File: config.mk
export PLATFORM = sky130hd
export DESIGN_NAME = weight_update_stage
export DESIGN_NICKNAME = d
export VERILOG_FILES = /design/src/rtl/weight_update_stage.sv
export SDC_FILE = /design/constraint.sdc
export NUM_CORES = 2
export LEC_CHECK = 0
export CAP_MARGIN = 20
export CORE_MARGIN = 2
export CORE_UTILIZATION = 30
export CTS_CLUSTER_SIZE = 16
export DETAILED_ROUTE_END_ITERATION = 7
export GPL_ROUTABILITY_DRIVEN = 0
export PLACE_DENSITY = 0.53
export SETUP_SLACK_MARGIN = 0.2
export SYNTH_ARGS = -nofsm -noshare
export SYNTH_HDL_FRONTEND = slang
export SYNTH_SLANG_ARGS = --single-unit
File: constraint.sdc
create_clock -name clk -period 13.4 [get_ports clk]
set_input_delay 1.34 -clock clk [delete_from_list [all_inputs] [get_ports clk]]
set_output_delay 1.34 -clock clk [all_outputs]
set_load 0.1 [all_outputs]
File: src/rtl/weight_update_stage.sv
// weight_update_stage: serial SGD weight update.
// Latches one scaled gradient, then walks the feature vector one element per
// accepted beat applying w[i] <= sat(w[i] - sat((grad * x[i]) >>> fracBits)).
// Provides a registered read port for the forward path and a load port for
// weight initialisation.
//
// state  | meaning
// IDLE   | waiting for a gradient; weight loads honoured here
// UPDATE | consuming feature beats, one weight updated per beat
// DONE   | single-cycle completion, done pulse and sample counter bump
module weight_update_stage #(
  parameter int bitwidth      = 32,
  parameter int inputBitwidth = 16,
  parameter int DEPTH         = 8,
  parameter int fracBits      = 8,
  parameter int addrBits      = 3
) (
  input  logic                     clk,
  input  logic                     rst,
  input  logic [bitwidth-1:0]      grad,
  input  logic                     grad_valid,
  output logic                     grad_ready,
  input  logic [inputBitwidth-1:0] x_data,
  input  logic                     x_valid,
  output logic                     x_ready,
  input  logic                     w_ld_en,
  input  logic [addrBits-1:0]      w_ld_addr,
  input  logic [bitwidth-1:0]      w_ld_data,
  input  logic [addrBits-1:0]      w_rd_addr,
  output logic [bitwidth-1:0]      w_rd_data,
  output logic                     busy,
  output logic                     done,
  output logic [15:0]              sample_cnt
);

  localparam int PW = bitwidth + inputBitwidth;
  localparam logic [addrBits-1:0] LAST_IDX = addrBits'(DEPTH - 1);
  localparam bit FULL_MAP = (DEPTH == (1 << addrBits));
  localparam logic [bitwidth-1:0] W_MAX = {1'b0, {(bitwidth-1){1'b1}}};
  localparam logic [bitwidth-1:0] W_MIN = {1'b1, {(bitwidth-1){1'b0}}};

  typedef enum logic [1:0] {
    IDLE   = 2'd0,
    UPDATE = 2'd1,
    DONE   = 2'd2
  } state_t;

  state_t state, state_nxt;

  logic [addrBits-1:0]        idx;
  logic signed [bitwidth-1:0] grad_l;
  logic [bitwidth-1:0]        w_mem [DEPTH];

  logic grad_acc;
  logic beat;
  logic last_beat;
  logic ld_ok;
  logic rd_ok;

  logic signed [PW-1:0]   grad_ext;
  logic signed [PW-1:0]   x_ext;
  logic signed [PW-1:0]   prod;
  logic signed [PW-1:0]   shifted;
  logic [bitwidth-1:0]    d_sat;
  logic [bitwidth-1:0]    w_cur;
  logic [bitwidth:0]      diff;
  logic [bitwidth-1:0]    w_new;

  // Handshake outputs are pure state decodes so they track the FSM exactly.
  assign grad_ready = (state == IDLE);
  assign x_ready    = (state == UPDATE);
  assign busy       = (state == UPDATE);
  assign done       = (state == DONE);

  assign grad_acc  = grad_valid & grad_ready;
  assign beat      = x_valid & x_ready;
  assign last_beat = beat & (idx == LAST_IDX);

  // Address range qualification only costs logic when DEPTH leaves holes.
  generate
    if (FULL_MAP) begin : g_full_map
      assign ld_ok = 1'b1;
      assign rd_ok = 1'b1;
    end else begin : g_part_map
      assign ld_ok = (32'(w_ld_addr) < 32'(DEPTH));
      assign rd_ok = (32'(w_rd_addr) < 32'(DEPTH));
    end
  endgenerate

  // State register.
  always_ff @(posedge clk) begin
    if (rst) begin
      state <= IDLE;
    end else begin
      state <= state_nxt;
    end
  end

  // Next-state logic; DONE always lasts exactly one cycle.
  always_comb begin
    state_nxt = state;
    case (state)
      IDLE:    if (grad_acc)  state_nxt = UPDATE;
      UPDATE:  if (last_beat) state_nxt = DONE;
      DONE:    state_nxt = IDLE;
      default: state_nxt = IDLE;
    endcase
  end

  // Full-width signed product of latched gradient and current feature element.
  assign grad_ext = PW'(grad_l);
  assign x_ext    = PW'($signed(x_data));
  assign prod     = grad_ext * x_ext;
  assign shifted  = prod >>> fracBits;

  // Clamp the scaled delta into the weight range: it fits only when all bits
  // above the weight sign bit replicate that sign bit.
  always_comb begin
    d_sat = shifted[bitwidth-1:0];
    if (shifted[PW-1:bitwidth-1] != {(inputBitwidth+1){shifted[bitwidth-1]}}) begin
      d_sat = shifted[PW-1] ? W_MIN : W_MAX;
    end
  end

  // Saturating subtract using one guard bit to detect overflow.
  assign w_cur = w_mem[idx];
  assign diff  = {w_cur[bitwidth-1], w_cur} - {d_sat[bitwidth-1], d_sat};

  always_comb begin
    w_new = diff[bitwidth-1:0];
    if (diff[bitwidth] != diff[bitwidth-1]) begin
      w_new = diff[bitwidth] ? W_MIN : W_MAX;
    end
  end

  // Gradient latch and element index.
  always_ff @(posedge clk) begin
    if (rst) begin
      grad_l <= '0;
      idx    <= '0;
    end else begin
      case (state)
        IDLE: begin
          if (grad_acc) begin
            grad_l <= grad;
            idx    <= '0;
          end
        end
        UPDATE: begin
          if (beat) begin
            idx <= last_beat ? '0 : idx + addrBits'(1);
          end
        end
        default: begin
          idx <= idx;
        end
      endcase
    end
  end

  // Weight register file: updates in UPDATE, external loads only in IDLE.
  always_ff @(posedge clk) begin
    if (rst) begin
      for (int i = 0; i < DEPTH; i++) begin
        w_mem[i] <= '0;
      end
    end else if (state == UPDATE) begin
      if (beat) begin
        w_mem[idx] <= w_new;
      end
    end else if (state == IDLE) begin
      if (w_ld_en && ld_ok) begin
        w_mem[w_ld_addr] <= w_ld_data;
      end
    end
  end

  // Registered read port; sees the array before this cycle's write lands.
  always_ff @(posedge clk) begin
    if (rst) begin
      w_rd_data <= '0;
    end else if (rd_ok) begin
      w_rd_data <= w_mem[w_rd_addr];
    end else begin
      w_rd_data <= '0;
    end
  end

  // Completed-sample counter, wraps naturally at 16 bits.
  always_ff @(posedge clk) begin
    if (rst) begin
      sample_cnt <= '0;
    end else if (state == DONE) begin
      sample_cnt <= sample_cnt + 16'd1;
    end
  end

endmodule

Fig. 1: power grid
The bar under the picture is 100 um long. Pins as bars on the die edge. Tap cells in grey.
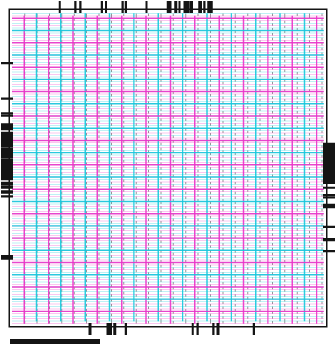
legend:
  VDD:
    colour: cyan
  VSS:
    colour: magenta
signal pins: 143
met1 rails: 128
met5 straps: 25
rows: 127
placeable core area: 120,000 um^2
overall die height: 352 um
Die Wd: 352 um

Fig. 2: cells coloured by class
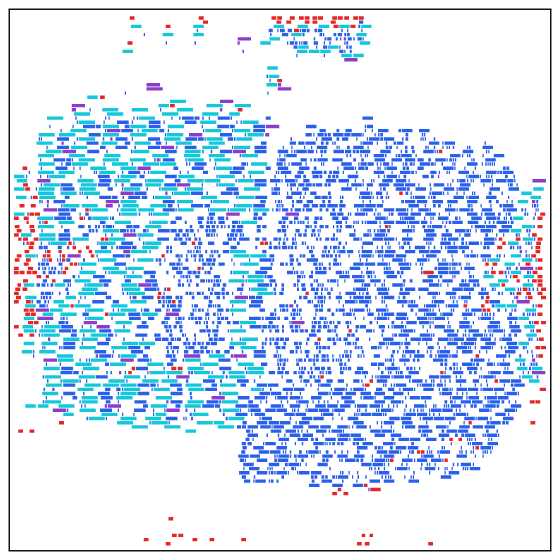
legend:
  registers:
    colour: cyan
    cells: 344
    share_of_their_area: 24%
  remaining logic cells:
    colour: blue
    cells: 3,062
    share_of_their_area: 67%
  clock drivers and dummy loads:
    colour: purple
    cells: 74
    share_of_their_area: 3.3%
  remaining buffers and delay cells:
    colour: red
    cells: 215
    share_of_their_area: 5.1%
fraction of the core area covered by cells at the end of the flow: 34.0%
area of all placed cells without fillers: 40,800 um^2

==> results.txt <==
Item: results of the latest flow run.

- The via count is 26,406.
- Summed over all failing endpoints, the final setup total negative slack is 0 ns.
- The clock transition time at the flip-flop clock pins of the worst setup and hold paths is 0.06 ns.
- The number of hold buffers added after CTS was 0.
- The residual DRC count is 0.
- Post-CTS timing repair inserted 0 buffers for setup.
- The clock sink count is between 300 and 400.
- The number of placed I/O pins is 143.
- Setup repair after global routing left no endpoint under its margin.
- The final hold slack is 0.520 ns.
- The category of the worst setup path capture point is a register.
- The number of nets still failing antenna checks after routing is 0.
- The largest stage delay on the critical path is ~0.85 ns.
- Pins over their slew limit in the final report were tallied at 0.
- The cell with the largest stage delay on the worst path is clkdlybuf4s50_1.
- The stat command in Yosys gives a chip area of about 36,000 um^2.
- The number of global-route vias before repair is 27,860.
- The final setup slack of the worst path is around 0.86 ns.
- The synthesis stats list as the most numerous cell inv_1.
- The number of distinct standard cells referenced by the synthesized netlist is about 85.
- Global routing finished with a remaining overflow of 0.
- The number of rows created at floorplan is 127.
- Summing the areas of all compound-gate instances in the mapped netlist gives under 10% of the synthesized area.
- The worst path needs 12.54 ns of the cycle, external delays included.
- The cell occurring most often along the worst timing path is fa_1.
- The worst-margin pin slew is ~1.0 ns.
- Per the final timing report, the hold violations number 0.
- The effective utilization at floorplan is between 30% and 40%.
- The number of buffers inserted by port buffering is about 140.
- The total of flip-flops plus latches after synthesis is between 300 and 400.
- The layout summary lists the proportion of cells stronger than drive strength 1 as 9.93%.
- The library cell with the largest summed area after synthesis is fa_1.
- The cell count in the Yosys report is approximately 3,600.
- From the final report, the count of setup violators was given as 0.
- The startpoint-to-endpoint class of the critical path is input port to register.
- Dividing the detail-routed via count by the number of cells gives 4.98.
- Entering global routing, the biggest net connects about 55 pins.
- The worst-path maximum fanout is 22.
- The cell-mix breakdown from Yosys lists the simple-gate area share as ~14%.
- The worst path required time is roughly 14 ns.
- In this run the deepest clock path goes through 3 buffers.
- Looking at the clock tree report, the H-tree level count equals 2.
- The violation tally recorded at the end of detailed-routing iteration 0 is around 2,000.
- The overall chip area is 124,000 um^2.
- The xor and xnor area share after synthesis is under 10%.
- The average instance in the mapped netlist occupies 10.1 um^2.
- The initial antenna violation count is 0.
- Of the post-synthesis cell area, the part taken by muxes is between 9 and 10%.
- The OpenROAD report gives the critical path a data arrival time of approximately 13 ns.
- According to the hold report, the worst path is of the register to register type.
- The TritonCTS clock tree is yes.
- The fraction of the yosys area taken by sequential cells is 26.0%.
- For reference, the top cells by count after synthesis are inv_1, fa_1, nand2_1, nor2_1, edfxtp_1.
- The net count entering floorplan is around 4,300.
- The flow ran to the end, and the final reports show no timing, DRC or antenna violations.
- The clock tree root driver cell is clkbuf_16.
- Per the post-place timing report, worst setup slack is 0.302 ns.
- The remaining max-slew budget at the tightest pin is between 30% and 40%.
- In this run, the synthesized area fraction spent on adder and majority cells is recorded as between 30% and 40%.
- The top logic cell family in the synthesized netlist is adder cells.
- The placement-stage cell area is roughly 40,000 um^2.
- In the post-synthesis netlist, the biggest area contributors are fa_1, edfxtp_1, mux4_2.
- The sum of net half-perimeters after detailed placement is just under 80,000 um.
- The first global-routing pass estimated 170,000 um of wire.
- The number of enable-type register cells in the synthesized netlist is about 260.
- The number of instances in the synthesized netlist is about 3,600.
- The kind of launch point of the worst setup path is an input port.
- The warning count from the yosys run is 0.
- The total CTS buffers is 41.
- The tally of max-capacitance violations is 0.
- Among logic cells in the layout, the one with the most instances is inv_1.
- The dominant register cell in the synthesized netlist is edfxtp_1.
Fig. 3: clock network drawn from the DEF
The bar under the picture is 100 um long.
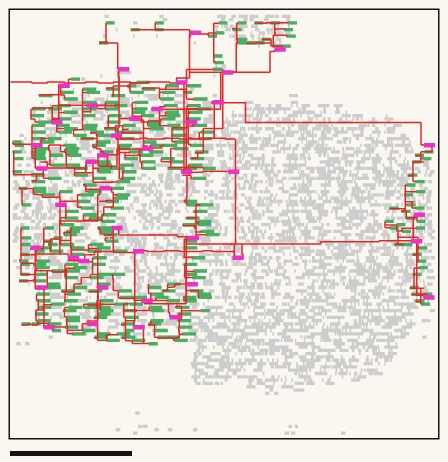
legend:
  clock-net drivers:
    colour: magenta
    count: 41
  flip-flops:
    colour: green
    count: 344
  clock wires:
    colour: red
    length: 5,730 um
routed clock nets: 42
clock latency on the worst-skew pair: 0.60 ns
worst-case clock skew: 0.0395 ns

Fig. 4: signal wires by layer
The bar under the picture is 100 um long. Only two layers are drawn.
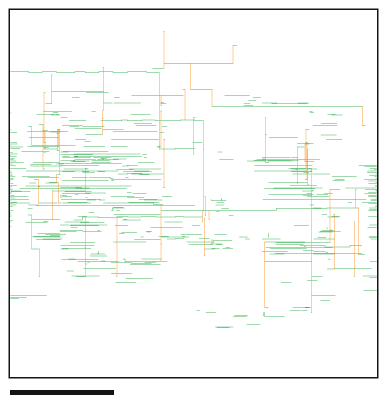
legend:
  M4:
    colour: orange
    wire_length: 1,750 um
  M3:
    colour: green
    wire_length: 7,710 um
Routed Wire Length: 109,000 um
post-detailed-route wirelength per cell: 20.6 um
global-route total usage across every layer: 17.8%

==> path summary, 6_finish.rpt <==
kind	from	to	slack [ns]	cells past startpoint
setup reg to reg	grad_l[6]$_SDFFE_PP0P_	w_mem[5][7]$_SDFFCE_PN0P_	1.80	36
hold / removal	sample_cnt[15]$_SDFFE_PP0P_	sample_cnt[15]$_SDFFE_PP0P_	0.52	2
hold reg to reg	sample_cnt[15]$_SDFFE_PP0P_	sample_cnt[15]$_SDFFE_PP0P_	0.52	2
setup / recovery	x_data[10]	w_mem[5][7]$_SDFFCE_PN0P_	0.86	36
==> state kept, by name (all words and copies together) (netlist names), named ones only <==
register / count
grad_l: 32
idx: 3
sample_cnt: 16
state: 2
w_mem: 256
w_rd_data: 32
==> timing repair <==
item | CTS | global route
endpoints found under the hold margin | 0 | 0
gates resized | 0 | 3
endpoints found under the setup margin | 0 | 66
==> layout make-up <==
cell class | count | area, um^2
fillers | 12320 | 79100
multi-input cells | 2469 | 23900
flip-flops and latches | 344 | 9460
inverters | 593 | 2230
well taps | 1612 | 2020
repair buffers | 215 | 1980
clock buffers | 55 | 1100
clock inverters | 19 | 190
==> critical path, delay by kind of cell <==
family                   cells  cell delay, ns
AND-OR/OR-AND               18            5.53
AND/OR/NAND/NOR              3            0.75
buffers and inverters        6            1.15
adder cells (fa/ha/maj)      9            4.06
==> layer usage <==
| layer | share of wire (%) | global-route usage [%] |
|---|---|---|
| met5 | 0 | 0 |
| met1 | 45 | 25.6 |
| met4 | 1.6 | 3.01 |
| met2 | 46 | 28.4 |
| met3 | 7.0 | 3.15 |
